$ cat src/rtl/pq_head_ctrl.sv
// Command sequencer in front of the priority-queue head cell: one command in flight, one response per request.
// Optional statistics outputs (stat_ops_o, stat_err_o, stat_hwm_o) are added when PQ_HEAD_CTRL_STATS_EN is defined.
module pq_head_ctrl #(
    parameter int DEPTH      = 8,
    parameter int TW         = 4,
    parameter int PW         = 4,
    parameter int SETTLE_CYC = 2,
    parameter int TIMEOUT    = 8
) (
    input  logic                         clk_i,
    input  logic                         rst_i,
    input  logic                         req_valid_i,
    output logic                         req_ready_o,
    input  logic [1:0]                   req_op_i,
    input  logic [TW-1:0]                req_id_i,
    input  logic [PW-1:0]                req_prio_i,
    output logic                         rsp_valid_o,
    input  logic                         rsp_ready_i,
    output logic [TW-1:0]                rsp_id_o,
    output logic [PW-1:0]                rsp_prio_o,
    output logic                         rsp_err_o,
    output logic                         arr_push_o,
    output logic                         arr_pop_o,
    output logic                         arr_drop_o,
    output logic [TW-1:0]                arr_id_o,
    output logic [PW-1:0]                arr_prio_o,
    input  logic                         arr_push_vld_i,
    input  logic                         arr_pop_vld_i,
    input  logic                         arr_drop_vld_i,
    input  logic [TW-1:0]                arr_pop_id_i,
    input  logic [PW-1:0]                arr_pop_prio_i,
    output logic [$clog2(DEPTH+1)-1:0]   count_o,
    output logic                         full_o,
    output logic                         empty_o
`ifdef PQ_HEAD_CTRL_STATS_EN
    ,
    output logic [15:0]                  stat_ops_o,
    output logic [15:0]                  stat_err_o,
    output logic [$clog2(DEPTH+1)-1:0]   stat_hwm_o
`endif
);

    localparam int CW = $clog2(DEPTH+1);
    localparam logic [1:0] OP_PUSH = 2'b00;
    localparam logic [1:0] OP_POP  = 2'b01;
    localparam logic [1:0] OP_DROP = 2'b10;
    localparam logic [1:0] OP_RSV  = 2'b11;

    typedef enum logic [2:0] {
        ST_IDLE, ST_ISSUE, ST_WAIT, ST_REJECT, ST_RESP, ST_SETTLE
    } state_t;

    state_t          state_reg, state_next;
    logic [1:0]      op_reg;
    logic [TW-1:0]   id_reg;
    logic [PW-1:0]   prio_reg;
    logic            rej_reg;
    logic [7:0]      cnt_reg;
    logic [CW-1:0]   count_reg;
    logic [TW-1:0]   rsp_id_reg;
    logic [PW-1:0]   rsp_prio_reg;
    logic            rsp_err_reg;
    logic            ready_int;
    logic            req_bad;
    logic            ack_hit;
    logic            tmo_hit;
    logic            settle_done;

    assign count_o   = count_reg;
    assign full_o    = (count_reg == CW'(DEPTH));
    assign empty_o   = (count_reg == '0);
    assign rsp_id_o   = rsp_id_reg;
    assign rsp_prio_o = rsp_prio_reg;
    assign rsp_err_o  = rsp_err_reg;

    // Screen illegal commands here so the cell array never sees them.
    assign req_bad = (req_op_i == OP_RSV)
                   || ((req_op_i == OP_PUSH) && full_o)
                   || ((req_op_i != OP_PUSH) && empty_o)
                   || ((req_op_i != OP_POP) && (req_id_i == '0));

    assign ack_hit = ((op_reg == OP_PUSH) && arr_push_vld_i)
                   || ((op_reg == OP_POP)  && arr_pop_vld_i)
                   || ((op_reg == OP_DROP) && arr_drop_vld_i);

    // WAIT lasts TIMEOUT-1 cycles, so an unacked command answers TIMEOUT cycles after its pulse.
    assign tmo_hit     = (cnt_reg == 8'(TIMEOUT-2));
    assign settle_done = (cnt_reg == 8'(SETTLE_CYC-1));
    assign req_ready_o = ready_int & ~rst_i;

    always_ff @(posedge clk_i or posedge rst_i) begin
        if (rst_i) state_reg <= ST_IDLE;
        else       state_reg <= state_next;
    end

    always_comb begin
        state_next  = state_reg;
        ready_int   = 1'b0;
        arr_push_o  = 1'b0;
        arr_pop_o   = 1'b0;
        arr_drop_o  = 1'b0;
        arr_id_o    = '0;
        arr_prio_o  = '0;
        rsp_valid_o = 1'b0;
        case (state_reg)
            ST_IDLE: begin
                ready_int = 1'b1;
                if (req_valid_i) state_next = req_bad ? ST_REJECT : ST_ISSUE;
            end
            ST_ISSUE: begin
                arr_push_o = (op_reg == OP_PUSH);
                arr_pop_o  = (op_reg == OP_POP);
                arr_drop_o = (op_reg == OP_DROP);
                arr_id_o   = id_reg;
                arr_prio_o = prio_reg;
                state_next = ST_WAIT;
            end
            ST_WAIT: begin
                arr_id_o   = id_reg;
                arr_prio_o = prio_reg;
                if (ack_hit || tmo_hit) state_next = ST_RESP;
            end
            ST_REJECT: state_next = ST_RESP;
            ST_RESP: begin
                rsp_valid_o = 1'b1;
                if (rsp_ready_i) state_next = rej_reg ? ST_IDLE : ST_SETTLE;
            end
            ST_SETTLE: begin
                if (settle_done) state_next = ST_IDLE;
            end
            default: state_next = ST_IDLE;
        endcase
    end

    always_ff @(posedge clk_i or posedge rst_i) begin
        if (rst_i) begin
            op_reg       <= '0;
            id_reg       <= '0;
            prio_reg     <= '0;
            rej_reg      <= 1'b0;
            cnt_reg      <= '0;
            count_reg    <= '0;
            rsp_id_reg   <= '0;
            rsp_prio_reg <= '0;
            rsp_err_reg  <= 1'b0;
        end else begin
            case (state_reg)
                ST_IDLE: begin
                    if (req_valid_i) begin
                        op_reg   <= req_op_i;
                        id_reg   <= req_id_i;
                        prio_reg <= req_prio_i;
                        rej_reg  <= req_bad;
                    end
                end
                ST_ISSUE: cnt_reg <= '0;
                ST_WAIT: begin
                    cnt_reg <= cnt_reg + 8'd1;
                    // An ack coinciding with timeout expiry still wins.
                    if (ack_hit) begin
                        rsp_err_reg <= 1'b0;
                        if (op_reg == OP_PUSH) begin
                            if (count_reg != CW'(DEPTH)) count_reg <= count_reg + CW'(1);
                            rsp_id_reg   <= id_reg;
                            rsp_prio_reg <= '0;
                        end else begin
                            if (count_reg != '0) count_reg <= count_reg - CW'(1);
                            rsp_id_reg   <= (op_reg == OP_POP) ? arr_pop_id_i : id_reg;
                            rsp_prio_reg <= (op_reg == OP_POP) ? arr_pop_prio_i : '0;
                        end
                    end else if (tmo_hit) begin
                        rsp_err_reg  <= 1'b1;
                        rsp_id_reg   <= (op_reg == OP_POP) ? '0 : id_reg;
                        rsp_prio_reg <= '0;
                    end
                end
                ST_REJECT: begin
                    rsp_err_reg  <= 1'b1;
                    rsp_id_reg   <= (op_reg == OP_POP) ? '0 : id_reg;
                    rsp_prio_reg <= '0;
                end
                ST_RESP: begin
                    if (rsp_ready_i) cnt_reg <= '0;
                end
                ST_SETTLE: cnt_reg <= cnt_reg + 8'd1;
                default: cnt_reg <= '0;
            endcase
        end
    end

`ifdef PQ_HEAD_CTRL_STATS_EN
    logic [15:0]   stat_ops_reg;
    logic [15:0]   stat_err_reg;
    logic [CW-1:0] stat_hwm_reg;
    logic          rsp_fire;

    assign rsp_fire   = (state_reg == ST_RESP) && rsp_ready_i;
    assign stat_ops_o = stat_ops_reg;
    assign stat_err_o = stat_err_reg;
    assign stat_hwm_o = stat_hwm_reg;

    always_ff @(posedge clk_i or posedge rst_i) begin
        if (rst_i) begin
            stat_ops_reg <= '0;
            stat_err_reg <= '0;
            stat_hwm_reg <= '0;
        end else if (rsp_fire) begin
            if (!rsp_err_reg && (stat_ops_reg != 16'hFFFF)) stat_ops_reg <= stat_ops_reg + 16'd1;
            if (rsp_err_reg && (stat_err_reg != 16'hFFFF))  stat_err_reg <= stat_err_reg + 16'd1;
            if (count_reg > stat_hwm_reg) stat_hwm_reg <= count_reg;
        end
    end
`endif

endmodule

$ cat config.mk
export PLATFORM = sky130hd
export DESIGN_NAME = pq_head_ctrl
export DESIGN_NICKNAME = d
export VERILOG_FILES = /design/src/rtl/pq_head_ctrl.sv
export SDC_FILE = /design/constraint.sdc
export NUM_CORES = 1
export LEC_CHECK = 0
export CORE_MARGIN = 2
export CORE_UTILIZATION = 48
export CTS_CLUSTER_DIAMETER = 200
export CTS_CLUSTER_SIZE = 16
export DETAILED_ROUTE_END_ITERATION = 10
export GPL_ROUTABILITY_DRIVEN = 0
export GPL_TIMING_DRIVEN = 0
export PLACE_DENSITY = 0.8
export SLEW_MARGIN = 10
export SYNTH_ARGS = -nofsm -noshare
export SYNTH_HDL_FRONTEND = slang
export SYNTH_SLANG_ARGS = --single-unit
$ cat constraint.sdc
create_clock -name clk_i -period 2.2 [get_ports clk_i]
set_input_delay 0.22 -clock clk_i [delete_from_list [all_inputs] [get_ports clk_i]]
set_output_delay 0.22 -clock clk_i [all_outputs]
set_load 0.05 [all_outputs]
==> results.ini <==
[run_status]
status = completed

[synthesis]
yosys.stat.seqShare_pct = 45.3
synth_area_mm2 = 0.00193
ys_cells = 192
yosysWarningCount = 0
compound_area_share_pct = 15.8
top_area_share_pct = 45.3
async_flop_share_pct = 100
synth_top_cell_by_count = dfrtp_1
syn_inst = 192
simple_gate_share_pct = 17.8

[cts]
clk_path_buf_depth = 2
cts_tree = built
post_cts_buffers = 0
cts_buffers = 5
cts_max_level = 2

[setup_path]
critical_path.max_stage_delay_ns = 0.55
endpoint = req_ready_o
path_depth = 4
timing.rr.start = op_reg[1]
setup.worst_path.start = state_reg[0]
path_class = register to output pin
critPathSlowestCell = dlygate4sd2_1
arrival_ns = 1.90
cp-start-kind = register
rr_endpoint = count_o[3]
worstPathCellList = buf_4, clkbuf_1, nor4_2, dlygate4sd2_1
cp_top_family = buffers and inverters
path_buffers = 3

[detailed_routing]
drt_iter0_drc = 65
drc = 0
viasPerCell = 5.50
dr_wl_met3_um = 258
met2WireLength_um = 2110
dr.max_layer_used = met4
drtAntennaViolNets = 0

[finish]
drive_gt1_share_pct = 16.7
ff_count = 35
layout_top_cell = clkdlybuf4s50_1
nClkBuffers = 8
n_fill_cell = 317
buffer_area_share_pct = 20.8
nNetsFinal = 282
sh_seq_area_pct = 33.1
n_all_inverters = 8
final_area_mm2 = 0.00265
clk_share_pct = 3.78

[place]
io_buffers = 52
dp_slack_ns = -0.351

[hold_path]
hp-class = input port to asynchronous set/reset pin

[sta]
fin_crit_ns = 2.12
worst_pin_slew_ns = 0.766

[floorplanning]
core_mm2 = 0.00394
rows = 23

[power]
p_sw_share_pct = 49.7
powerDensity_mw_per_mm2 = 1730
p_leak_uw = 0.00114

[global_routing]
met1_usage_pct = 25.4
grt_max_degree = 36
grt_pass1_wl_um = 7110

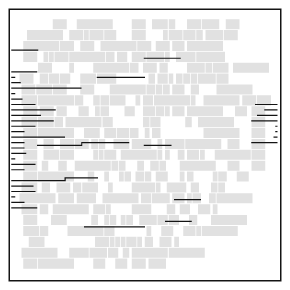
layer_met3.png
(4 px per µm)
- wire length on this layer: 259 µm
- longest straight run: 17.2 µm
vias: 1661
WL final: 4370 µm
M3 GR Usage: 6.83%

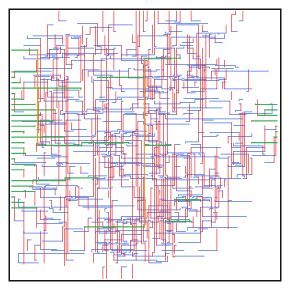
wires.png
(4 px per µm)
- green: metal 3 (wire length 259 µm)
- red: metal 2 (wire length 2110 µm)
- orange: metal 4 (wire length 66.0 µm)
- blue: metal 1 (wire length 1940 µm)
WL/cell: 14.5 µm
gr usage total: 21.3%

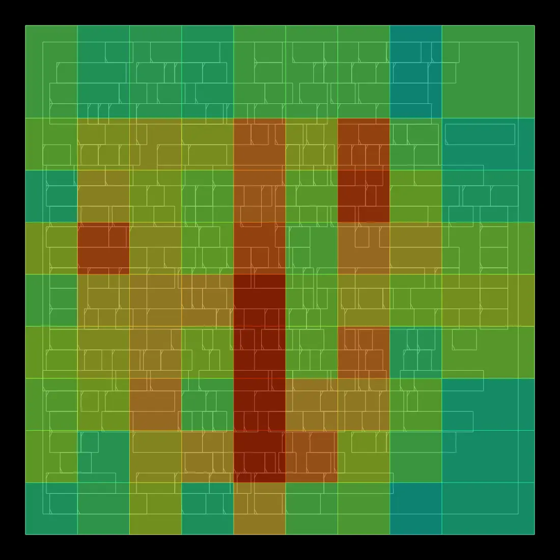
congestion.png
M2 GR Usage: 35.4%
layer with the highest usage: met2

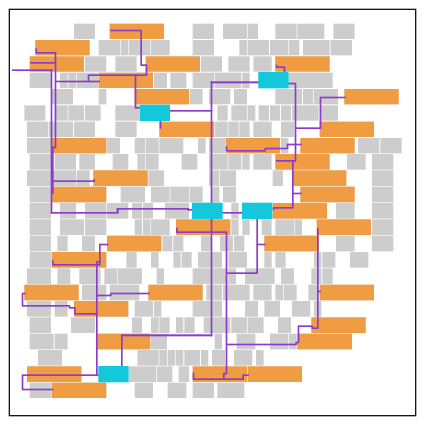
clk_routes.png
(6 px per µm)
- cyan: clock drivers (count 5)
- purple: clock wires (length 482 µm)
- orange: flip-flops (count 35)
- flops lie: widely spread
- routed clock nets: 6
Latency at later pin: 0.29 ns
clock share of power: 11.3%
Clk. pwr: 518 µW
Clock Skews: 0.00882 ns

Power and IR drop assume default switching activity.
